Run 1, clock wires, drivers and flops:
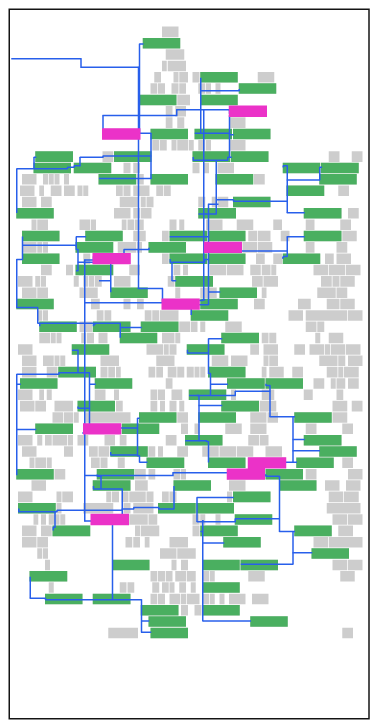
Run 1, M4 wires:
Scale bar: 20 um. Supply wires on this layer in gray.
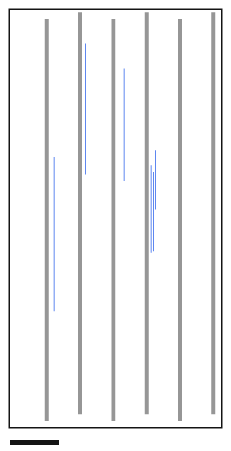
Run 1, register map, names as in the netlist:
Other sequential cells in the stronger gray, the rest of the logic in the fainter gray.
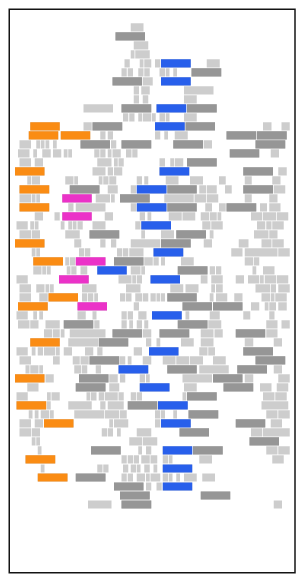
[src/rtl/vga_digit_renderer.sv]
// Decimal glyph overlay: binary value -> BCD (double dabble), frame-synchronous
// commit of the digits, and a two-stage pixel pipeline driving an external font ROM.
module vga_digit_renderer #(
  parameter int unsigned VALUE_W    = 16,
  parameter int unsigned NUM_DIGITS = 5,
  parameter int unsigned ORIGIN_X   = 64,
  parameter int unsigned ORIGIN_Y   = 48,
  parameter int unsigned SCALE_LOG2 = 1,
  parameter int unsigned LZ_BLANK   = 1
) (
  input  logic               clk,
  input  logic               rst_n,
  input  logic [VALUE_W-1:0] value,
  input  logic               value_valid,
  output logic               value_ready,
  input  logic               frame_start,
  input  logic [9:0]         h_cnt,
  input  logic [9:0]         v_cnt,
  input  logic               de,
  output logic [3:0]         font_digit,
  output logic [3:0]         font_row,
  input  logic [7:0]         font_bitmap,
  output logic               pixel_on,
  output logic               pixel_de
);

  localparam int unsigned BCD_W = 4 * NUM_DIGITS;
  localparam int unsigned CNT_W = $clog2(VALUE_W + 1);
  localparam int unsigned POS_W = (NUM_DIGITS > 1) ? $clog2(NUM_DIGITS) : 1;
  localparam int unsigned BOX_W = (NUM_DIGITS * 8) << SCALE_LOG2;
  localparam int unsigned BOX_H = 12 << SCALE_LOG2;

  typedef enum logic [1:0] {
    IDLE = 2'd0,
    CONV = 2'd1,
    HOLD = 2'd2
  } state_t;

  state_t             state;
  logic [VALUE_W-1:0] bin_q;
  logic [BCD_W-1:0]   bcd_q;
  logic [BCD_W-1:0]   shadow_q;
  logic [BCD_W-1:0]   disp_q;
  logic [CNT_W-1:0]   cnt_q;

  logic [BCD_W-1:0]   bcd_adj_c;
  logic [BCD_W-1:0]   bcd_shift_c;

  logic [10:0]        rx_c;
  logic [10:0]        ry_c;
  logic               inbox_c;
  logic [POS_W-1:0]   pos_c;
  logic [2:0]         col_c;
  logic [3:0]         row_c;
  logic [3:0]         digit_sel_c;
  logic               zero_sel_c;
  logic               blank_c;
  logic [NUM_DIGITS-1:0] zero_from_c;

  logic               inbox_d;
  logic               blank_d;
  logic [2:0]         col_d;
  logic               de_d;

  // Converter is idle whenever it sits in IDLE
  assign value_ready = (state == IDLE);

  // Double-dabble correction: add 3 to every BCD nibble of 5 or more
  always_comb begin
    bcd_adj_c = bcd_q;
    for (int i = 0; i < int'(NUM_DIGITS); i++) begin
      if (bcd_q[4*i +: 4] >= 4'd5) begin
        bcd_adj_c[4*i +: 4] = bcd_q[4*i +: 4] + 4'd3;
      end
    end
    bcd_shift_c = (bcd_adj_c << 1) | BCD_W'(bin_q[VALUE_W-1]);
  end

  // Conversion FSM with shadow and frame-synchronous display commit
  always_ff @(posedge clk or negedge rst_n) begin
    if (!rst_n) begin
      state    <= IDLE;
      bin_q    <= '0;
      bcd_q    <= '0;
      cnt_q    <= '0;
      shadow_q <= '0;
      disp_q   <= '0;
    end else begin
      case (state)
        IDLE: begin
          if (value_valid) begin
            bin_q <= value;
            bcd_q <= '0;
            cnt_q <= '0;
            state <= CONV;
          end
        end
        CONV: begin
          bcd_q <= bcd_shift_c;
          bin_q <= bin_q << 1;
          cnt_q <= cnt_q + CNT_W'(1);
          if (cnt_q == CNT_W'(VALUE_W - 1)) begin
            shadow_q <= bcd_shift_c;
            state    <= HOLD;
          end
        end
        HOLD: begin
          if (frame_start) begin
            disp_q <= shadow_q;
            state  <= IDLE;
          end
        end
        default: state <= IDLE;
      endcase
    end
  end

  // Glyph-box relative coordinates, digit slot, font column and row
  always_comb begin
    rx_c    = {1'b0, h_cnt} - 11'(ORIGIN_X);
    ry_c    = {1'b0, v_cnt} - 11'(ORIGIN_Y);
    inbox_c = de & ~rx_c[10] & (rx_c < 11'(BOX_W)) &
              ~ry_c[10] & (ry_c < 11'(BOX_H));
    pos_c   = POS_W'(NUM_DIGITS - 1) - POS_W'(rx_c >> (3 + SCALE_LOG2));
    col_c   = 3'(rx_c >> SCALE_LOG2);
    row_c   = 4'(ry_c >> SCALE_LOG2);
  end

  // Leading-zero mask: zero_from_c[p] is set when digits p..top are all zero
  always_comb begin
    logic acc;
    acc = 1'b1;
    zero_from_c = '0;
    for (int i = int'(NUM_DIGITS) - 1; i >= 0; i--) begin
      acc = acc & (disp_q[4*i +: 4] == 4'd0);
      zero_from_c[i] = acc;
    end
  end

  // Select the displayed digit under the beam and decide leading-zero blanking
  always_comb begin
    digit_sel_c = 4'd0;
    zero_sel_c  = 1'b0;
    for (int i = 0; i < int'(NUM_DIGITS); i++) begin
      if (pos_c == POS_W'(i)) begin
        digit_sel_c = disp_q[4*i +: 4];
        zero_sel_c  = zero_from_c[i];
      end
    end
    blank_c = (LZ_BLANK != 0) & (pos_c != POS_W'(0)) & zero_sel_c;
  end

  // Stage 1: font ROM address and pixel qualifiers
  always_ff @(posedge clk or negedge rst_n) begin
    if (!rst_n) begin
      font_digit <= 4'd0;
      font_row   <= 4'd0;
      inbox_d    <= 1'b0;
      blank_d    <= 1'b0;
      col_d      <= 3'd0;
      de_d       <= 1'b0;
    end else begin
      font_digit <= inbox_c ? digit_sel_c : 4'd0;
      font_row   <= inbox_c ? row_c : 4'd0;
      inbox_d    <= inbox_c;
      blank_d    <= blank_c;
      col_d      <= col_c;
      de_d       <= de;
    end
  end

  // Stage 2: pick the bitmap bit for this column
  always_ff @(posedge clk or negedge rst_n) begin
    if (!rst_n) begin
      pixel_on <= 1'b0;
      pixel_de <= 1'b0;
    end else begin
      pixel_on <= inbox_d & ~blank_d & font_bitmap[3'd7 - col_d];
      pixel_de <= de_d;
    end
  end

endmodule

[config.mk]
export PLATFORM = sky130hd
export DESIGN_NAME = vga_digit_renderer
export DESIGN_NICKNAME = d
export VERILOG_FILES = /design/src/rtl/vga_digit_renderer.sv
export SDC_FILE = /design/constraint.sdc
export NUM_CORES = 1
export LEC_CHECK = 0
export CAP_MARGIN = 20
export CORE_ASPECT_RATIO = 2
export CORE_MARGIN = 1
export CORE_UTILIZATION = 32
export DETAILED_ROUTE_END_ITERATION = 8
export PLACE_DENSITY = 0.57
export SLEW_MARGIN = 0
export SYNTH_ARGS = -nofsm -noshare
export SYNTH_HDL_FRONTEND = slang
export SYNTH_SLANG_ARGS = --single-unit
[constraint.sdc]
create_clock -name clk -period 2.3 [get_ports clk]
set_input_delay 0.46 -clock clk [delete_from_list [all_inputs] [get_ports clk]]
set_output_delay 0.46 -clock clk [all_outputs]
set_load 0.1 [all_outputs]
==> run summary, run 1 <==
status: completed
OpenROAD warning count: 33
RSZ-0062 raised after global routing: false
drt pass-1 iters: 4
FFs w/ async S/R, synth: 100%
fraction of layout cells with a size suffix above 1: 16.2%
crit path DRT: 2.58 ns
Period minus WS final: 2.14 ns
Synth area leader: dfrtp_1
yosys stat chip area: 0.00451 sq mm
Initial Utilization: 32.6%
drt via density: 4.82
synth top area cells: dfrtp_1 55%, mux2_2 7.5%, o21ai_0 6.3%, nand2_1 5.4%, ha_1 3.9%
Hold Buf Count CTS: 0
critical path fanouts, max: 9
IO Port Bufs: 57
Hold WS: 0.103 ns
CTS-repair resized insts: 0
die width: 85.9 um
1st-iter DRT viols: 105
Max Cap Viol: 0
Final setup viols: 0
setup slack, reg-to-reg: 0.52 ns
H-tree levels: 3
worst vdd ir: 939 uV
Final ANT Viol Nets: 0
WL/cell: 13.1 um
post-CTS setup buffers: 0
Final Cycle Share: 93.1%
Max Clock Freq: 467 MHz
Die H: 170 um
vias in the first global route: 3317
gr usage total: 13.3%
Largest stage delay, worst path: 0.49 ns
Worst Reg2Reg Path Length in Cells: 6
Worst R2R End: shadow_q[10]
routability cong.: 0.739
die area: 0.0146 sq mm
Clock Sinks: 99
EDFF count, synth: 0
initial antenna violation count: 0
Net count, final: 551
floorplan net count: 487
CTS tree: yes
Setup Skew: 0.00584 ns
Static Leak: 2.57 nW
total power per unit cell area: 1070 mW/mm^2
num ports: 60
CP Launch Type: input pin
Hold/Removal Path Class: input pin to asynchronous set/reset pin
top logic cells by instance count in the layout: 99 x dfrtp_1, 65 x nand2_1, 57 x o21ai_0
Crit Path Class: input pin to register
ys flops: 99
Post-Synthesis Cells: 424
Worst Tran Pin Value: 0.639 ns
Core Box Area: 0.0138 sq mm
crit-path cells: clkdlybuf4s50_1 -> inv_1 -> ha_1 -> nand3b_1 -> or4_4 -> a2111oi_4 -> buf_4 -> o311a_1
Clock Tree Buf Depth: 2
CTS buffer count: 9
## Picture notes: 'clock wires, drivers and flops'
[clock wires] blue | length: 1210 um
[cells driving clock nets] magenta | count: 9
[flip-flops] green | count: 99
routed clock nets: 10
Clock Power: 1.49 mW
Clk pwr share: 24.5%

## Picture notes: 'M4 wires'
wire length on this layer: 252 um
main direction: vertical
longest straight run: 62.6 um
nets with wire on the layer: 5
share of all routed wire: 2.8%
Post-Route WL: 8.93 mm
vias post-DR: 3285

## Picture notes: 'register map, names as in the netlist'
[shadow_q] blue | placed flops: 20
[cnt_q] magenta | placed flops: 5 | where: left middle
[bin_q] orange | placed flops: 16
Final Util: 41.0%
Power Sequential: 2.61 mW
register area: 0.00248 sq mm
Seq/total area: 43.8%

-- run 1: layout make-up --
type	instances	area, sq um
Fill cell	1343	8160
Sequential cell	99	2480
Multi-Input combinational cell	290	1900
Timing Repair Buffer	74	693
Clock buffer	12	246
Tap cell	189	236
Inverter	14	52.6
Clock inverter	4	50.0
-- run 1: cells in the mapped netlist, types with 3 or more instances --
cell type,number
xnor2_1,5
o21ai_0,57
nor2_1,10
nor2b_1,3
ha_1,14
nand2b_1,7
and2_1,5
mux2_2,30
a21boi_0,4
nand3b_1,3
a22oi_1,18
nor3b_1,7
o22ai_1,4
mux2i_1,5
inv_1,14
nand3_1,18
a21oi_1,13
clkbuf_1,20
dfrtp_1,99
nor3_1,5
nand2_1,65
-- run 1: report_power, final --
group	switching, mW	internal, mW	leakage, nW
clock	0.618	0.871	0.139
sequential	0.359	2.25	1.30
combinational	1.11	0.866	1.13
-- run 1: stage by stage --
stage | area [sq um] | setup slack, ns | setup TNS, ns | std cells | power [mW]
2_1_floorplan | 4510 | 0.0529 | 0 | 424 | 4.01
3_3_place_gp | 5360 | -0.166 | -1.18 | 666 | 4.56
3_5_place_dp | 5360 | -0.202 | -1.52 | 666 | 4.66
4_1_cts | 5660 | 0.152 | 0 | 682 | 6.18
5_1_grt | 5660 | 0.0770 | 0 | 682 | 6.59
6_report | 5660 | 0.160 | 0 | 682 | 6.08
-- run 1: cell families (layout without fill, tap and decap cells) --
group / after synthesis / after routing / synth area share (%)
AND-OR/OR-AND: 101 / 101 / 13.4
XOR/XNOR: 7 / 7 / 1.36
adder cells (fa/ha/maj): 14 / 14 / 3.89
buffers and inverters: 35 / 104 / 2.94
flip-flops: 99 / 99 / 55.0
multiplexers: 37 / 37 / 9.61
AND/OR/NAND/NOR: 131 / 131 / 13.8
-- run 1: worst max-delay path by stage --
stage / from / endpoint / depth (start not counted) / slack, ns
finish: h_cnt[6] / font_digit[2] / 8 / 0.16
detailed placement: h_cnt[6] / font_digit[2] / 8 / -0.20
CTS: h_cnt[6] / font_digit[2] / 8 / 0.15
global route: h_cnt[6] / font_digit[2] / 8 / 0.08
global placement: h_cnt[6] / font_digit[2] / 8 / -0.17
floorplan: h_cnt[6] / font_digit[2] / 7 / 0.05
-- run 1: worst max-delay path, delay by kind of cell --
family          cells  cell delay [ns]
buf+inv             3             0.76
simple gates        2             0.50
compound gates      2             0.42
fa+ha+maj           1             0.29
-- run 1: flip-flops by register name, summed over array words and instances (netlist names) --
name and flops:
de_d 1, font_digit 4, state 2, font_row 4, pixel_de 1, pixel_on 1
shadow_q 20, col_d 3, cnt_q 5, blank_d 1, bin_q 16, bcd_q 20
disp_q 20, inbox_d 1
-- run 1: routing by layer --
layer  GRT usage [%]  share of wire (%)
met3            3.01                4.1
met2            24.2                 52
met5               0                  0
met1            14.2                 41
met4            6.38                2.8
==> run 2, diff against run 1 <==
CORE_UTILIZATION = 55   (was 32)
PLACE_DENSITY = 0.86   (was 0.57)
SKIP_CTS_REPAIR_TIMING = 1   (was not set)
Run 2, wire density map:
Scale bar: 20 um. The die is cut into 13 by 26 equal tiles; dark purple is low, yellow is high, scaled to the fullest tile. Values are wire area over tile area, all layers added.
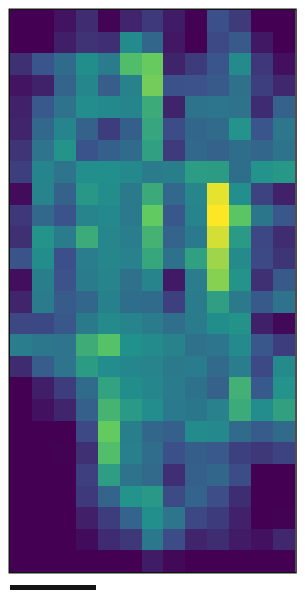
mean over tiles: 0.17
emptiest ninth of the die: bottom left
nearly empty tiles: 14%
tiles over half the peak: 14%
WL/cell: 15.5 um
Post-Route WL: 9.09 mm

==> run 2 against run 1 <==
Effect of this change: hold slack worse by 0.013 ns; register-to-register slack hardly changed; sequential power hardly changed; utilization is 28 points higher; critical path depth stayed put; critical endpoint unchanged; largest power group unchanged.
==> run summary, run 2 <==
Clock Sinks: 99 (unchanged)
drt pass-1 iters: 5 (was 4)
Clock Tree Buf Depth: 2 (unchanged)
initial antenna violation count: 0 (unchanged)
Net count, final: 550 (was 551)
EDFF count, synth: 0 (unchanged)
final cell count without fillers: 587 (was 682)
drt via density: 5.73 (was 4.82)
Clock transition at path regs: 0.06 ns (about the same)
Largest stage delay, worst path: 0.48 ns (was 0.49 ns)
die width: 66 um (was 85.9 um)
CTS tree: yes (unchanged)
Antenna Cells: 0 (unchanged)
met3 wire length: 371 um (was 363 um)
Period minus WS final: 2.14 ns (about the same)
RSZ-0062 raised after global routing: false (unchanged)
yosys stat chip area: 0.00451 sq mm (unchanged)
status: completed (unchanged)
Post-Synthesis Cells: 424 (unchanged)
CTS buffer count: 9 (unchanged)
H-tree levels: 3 (unchanged)
Die H: 130 um (was 170 um)
commonest cells in the netlist: 99 x dfrtp_1, 65 x nand2_1, 57 x o21ai_0, 30 x mux2_2, 20 x clkbuf_1 (unchanged)
Final Max Slew Viols: 0 (unchanged)
Synth area leader: dfrtp_1 (unchanged)
Final setup viols: 0 (unchanged)
DP HPWL: 6.71 mm (was 6.65 mm)
syn avg cell area: 10.6 sq um (unchanged)
IO Port Bufs: 57 (unchanged)
Setup Skew: 0.00490 ns (was 0.00584 ns)
ys flops: 99 (unchanged)
DRT met1 WL: 3.25 mm (was 3.69 mm)
final worst setup slack: 0.159 ns (was 0.160 ns)
Critical-path top delay cell: clkdlybuf4s50_1 (unchanged)
total power per unit cell area: 1100 mW/mm^2 (was 1070 mW/mm^2)
most instantiated library cell after synthesis: dfrtp_1 (unchanged)
Max Cap Viol: 0 (unchanged)
Initial Utilization: 56.7% (was 32.6%)
crit-path cells: clkdlybuf4s50_1 -> inv_1 -> ha_1 -> nand3b_1 -> or4_4 -> a2111oi_4 -> buf_4 -> o311a_1 (unchanged)
OpenROAD warning count: 33 (unchanged)
1st-iter DRT viols: 179 (was 105)
highest routed layer: met4 (unchanged)
# Cells Yosys: 424 (unchanged)
CP Launch Type: input pin (unchanged)
synth top area cells: dfrtp_1 55%, mux2_2 7.5%, o21ai_0 6.3%, nand2_1 5.4%, ha_1 3.9% (unchanged)
Hold/Removal Path Class: input pin to asynchronous set/reset pin (unchanged)
gr usage total: 24.0% (was 13.3%)
Worst Tran Pin Value: 0.587 ns (was 0.639 ns)
crit path DRT: 2.58 ns (about the same)
Core Box Area: 0.00794 sq mm (was 0.0138 sq mm)
Final Cycle Share: 93.1% (about the same)
critical path fanouts, max: 9 (unchanged)
# fillers: 593 (was 1343)
CP endpoint kind: register (unchanged)
Static Leak: 2.56 nW (was 2.57 nW)
CP delay by family, top: buffers and inverters (unchanged)
largest registers: bcd_q: 20 flops, disp_q: 20 flops, shadow_q: 20 flops (unchanged)
top logic cells by instance count in the layout: 99 x dfrtp_1, 65 x nand2_1, 57 x o21ai_0 (unchanged)
worst vdd ir: 867 uV (was 939 uV)
Max Clock Freq: 467 MHz (about the same)
Top cell excl fill/tap: dfrtp_1 (unchanged)
vias in the first global route: 3424 (was 3317)
pre-CTS setup slack: -0.177 ns (was -0.202 ns)
Inst Count DP: 572 (was 666)
floorplan net count: 487 (unchanged)
die area: 0.00858 sq mm (was 0.0146 sq mm)
Buf+Inv Stages, Crit Path: 3 (unchanged)
routability cong.: 0.815 (was 0.739)
Synth warnings: 0 (unchanged)
num ports: 60 (unchanged)
FFs w/ async S/R, synth: 100% (unchanged)
Crit Path Class: input pin to register (unchanged)
Final ANT Viol Nets: 0 (unchanged)
met2 wire length: 5.17 mm (was 4.62 mm)
largest net degree at the start of global routing: 45 (was 44)
vias post-DR: 3363 (was 3285)
fraction of layout cells with a size suffix above 1: 15.5% (was 16.2%)
==> run 2: cell counts after synthesis <==
No cell type changed its count.
==> run 2: worst paths after layout <==
kind / slack, ns / from / endpoint / cells after the start
setup / recovery: 0.16 / h_cnt[6] / font_digit[2] / 8
hold / removal: 0.09 / rst_n / shadow_q[13] / 1
setup reg to reg: 0.51 / bcd_q[8] / shadow_q[10] / 6
hold reg to reg: 0.35 / de_d / pixel_de / 0
max in group asynchronous: 1.58 / rst_n / bcd_q[19] / 2
min in group clk: 0.35 / de_d / pixel_de / 0
==> run 2: area by class of cell <==
class                   count  area [sq um]  area share (%)
flip-flops and latches     99          2480            44.9
multi-input cells         290          1900            34.5
repair buffers             73           686            12.4
clock buffers              13           240            4.35
well taps                  96           120            2.18
inverters                  14          52.6           0.953
clock inverters             2          37.5           0.680
==> run 2: per-stage QoR <==
stage	TNS (ns)	hold slack (ns)	util, %	power (mW)	area [sq um]
finish	0	0.0896	69.5	6.04	5520
floorplan	0	0.164	-	4.01	4510
global route	0	0.122	69.5	6.51	5520
global placement	-0.876	0.334	66.0	4.47	5240
detailed placement	-1.22	0.342	66.0	4.64	5240
CTS	0	0.0913	69.5	6.10	5520
==> run 2: kinds of logic after synthesis <==
logic type | synth area share, %
xor gates and xnor gates | 1.36
AOI/OAI and AO/OA | 13.4
muxes | 9.61
DFF | 55.0
and+or+nand+nor | 13.8
buffers and inverters | 2.94
adders and majority gates | 3.89
==> run 2: routing by layer <==
metal	global-route usage, %	vias to the layer above
met2	44.2	82
met1	24.6	1645
met5	0	-
li1	-	1612
met4	13.0	0
met3	4.46	24
==> run 2: power by group <==
| group | total [mW] | switching (mW) | leakage, nW | internal, mW |
|---|---|---|---|---|
| logic | 1.98 | 1.14 | 1.13 | 0.841 |
| registers | 2.62 | 0.368 | 1.30 | 2.25 |
| clock network | 1.44 | 0.598 | 0.130 | 0.838 |
==> run 3, diff against run 2 <==
GPL_TIMING_DRIVEN = 0   (was not set)
Run 3, placed standard cells:
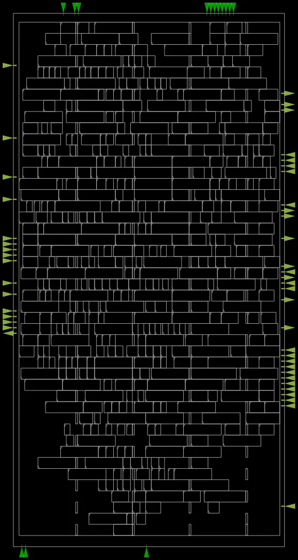
# fillers: 573
Seq/total area: 44.6%
Core Rows: 46
Seq cells: 99
final cell count without fillers: 593

==> run 3 against run 2 <==
Effect of this change: clock skew decreased by 0.0013 ns; critical path type is now register to output port; critical path depth decreased by 7; clock power increased by 18%; maximum frequency decreased by 5.0%; combinational power increased by 3%.
==> run summary, run 3 <==
floorplan net count: 487 (unchanged)
RSZ-0062 raised after global routing: false (unchanged)
die area: 0.00858 sq mm (unchanged)
Critical-path top delay cell: clkdlybuf4s50_1 (unchanged)
top logic cells by instance count in the layout: 99 x dfrtp_1, 65 x nand2_1, 57 x o21ai_0 (unchanged)
Tot Pwr: 6.37 mW (was 6.04 mW)
drt pass-1 iters: 4 (was 5)
reg2reg start: cnt_q[0] (was bcd_q[8])
crit-path cells: clkdlybuf4s50_1 (was clkdlybuf4s50_1 -> inv_1 -> ha_1 -> nand3b_1 -> or4_4 -> a2111oi_4 -> buf_4 -> o311a_1)
Die H: 130 um (unchanged)
drt via density: 5.75 (was 5.73)
Static Leak: 2.57 nW (was 2.56 nW)
Clock transition at path regs: 0.07 ns (was 0.06 ns)
routability cong.: 0.819 (was 0.815)
most instantiated library cell after synthesis: dfrtp_1 (unchanged)
FFs w/ async S/R, synth: 100% (unchanged)
gr busiest metal: met2 (unchanged)
Clk pwr share: 26.8% (was 23.8%)
final worst setup slack: 0.0456 ns (was 0.159 ns)
Crit Path Class: register to output port (was input pin to register)
internal cell power: 4.15 mW (was 3.93 mW)
Final Util: 70.0% (was 69.5%)
DP HPWL: 7.22 mm (was 6.71 mm)
H-tree levels: 3 (unchanged)
Worst Tran Pin Value: 0.961 ns (was 0.587 ns)
Hold/Removal Path Class: input pin to asynchronous set/reset pin (unchanged)
Sequential Power Share: 41.2% (was 43.4%)
num ports: 60 (unchanged)
GR Layer Usage met2: 48.8% (was 44.2%)
IO Port Bufs: 55 (was 57)
Comb pwr share: 32.1% (was 32.8%)
Antenna Cells: 0 (unchanged)
crit path DRT: 1.84 ns (was 2.58 ns)
commonest cells in the netlist: 99 x dfrtp_1, 65 x nand2_1, 57 x o21ai_0, 30 x mux2_2, 20 x clkbuf_1 (unchanged)
Post-Synthesis Cells: 424 (unchanged)
Setup Skew: 0.00359 ns (was 0.00490 ns)
Net count, final: 555 (was 550)
Clock Sinks: 99 (unchanged)
total power per unit cell area: 1150 mW/mm^2 (was 1100 mW/mm^2)
crit path launch: font_row[1] (was h_cnt[6])
largest registers: bcd_q: 20 flops, disp_q: 20 flops, shadow_q: 20 flops (unchanged)
status: completed (unchanged)
Largest stage delay, worst path: 1.12 ns (was 0.48 ns)
[run 3: per-layer routing]
metal,wire length (um),vias up
met5,0,-
met2,5580,84
met4,382,0
met3,343,28
li1,-,1620
met1,3290,1680
[run 3: worst paths after layout]
path / to / cells past startpoint / slack, ns
worst max-delay path: font_row[1] / 1 / 0.05
worst min-delay path: shadow_q[13] / 1 / 0.04
worst max register to register: shadow_q[0] / 6 / 0.35
worst min register to register: pixel_de / 0 / 0.37
max in group asynchronous: bin_q[10] / 2 / 1.60
min in group clk: pixel_de / 0 / 0.37
[run 3: area by class of cell]
cell class | count | area share [%]
buffer | 21 | 1.44
clock buffer | 10 | 4.12
clock inverter | 6 | 2.03
inverter | 14 | 0.945
multi-input combinational | 290 | 34.1
sequential | 99 | 44.6
tap | 96 | 2.16
timing repair buffer | 57 | 10.6
[run 3: cells by family (layout without fill, tap and decap cells)]
family / after synthesis / after routing / synth area share, %
XOR/XNOR: 7 / 7 / 1.36
multiplexers: 37 / 37 / 9.61
AND-OR/OR-AND: 101 / 101 / 13.4
buffers and inverters: 35 / 108 / 2.94
flip-flops: 99 / 99 / 55.0
adder cells (fa/ha/maj): 14 / 14 / 3.89
AND/OR/NAND/NOR: 131 / 131 / 13.8
[run 3: per-stage QoR]
stage / hold slack [ns] / area, sq um / setup TNS [ns]
6_report: 0.0360 / 5560 / 0
5_1_grt: 0.0597 / 5560 / 0
4_1_cts: 0.0344 / 5550 / -0.275
3_5_place_dp: 0.359 / 5200 / -2.78
3_3_place_gp: 0.334 / 5180 / -263.31
2_1_floorplan: 0.164 / 4510 / 0
[run 3: power groups by stage]
stage	sequential [mW]	combinational, mW	clock [mW]
after floorplan	2.54	1.47	0
after global placement	2.61	1.88	0
after detailed placement	2.64	2.03	0
after CTS	2.62	2.06	1.74
after global routing	2.69	2.33	1.79
final	2.62	2.04	1.70
No activity file was given, so power comes from the tool's default toggle rates.
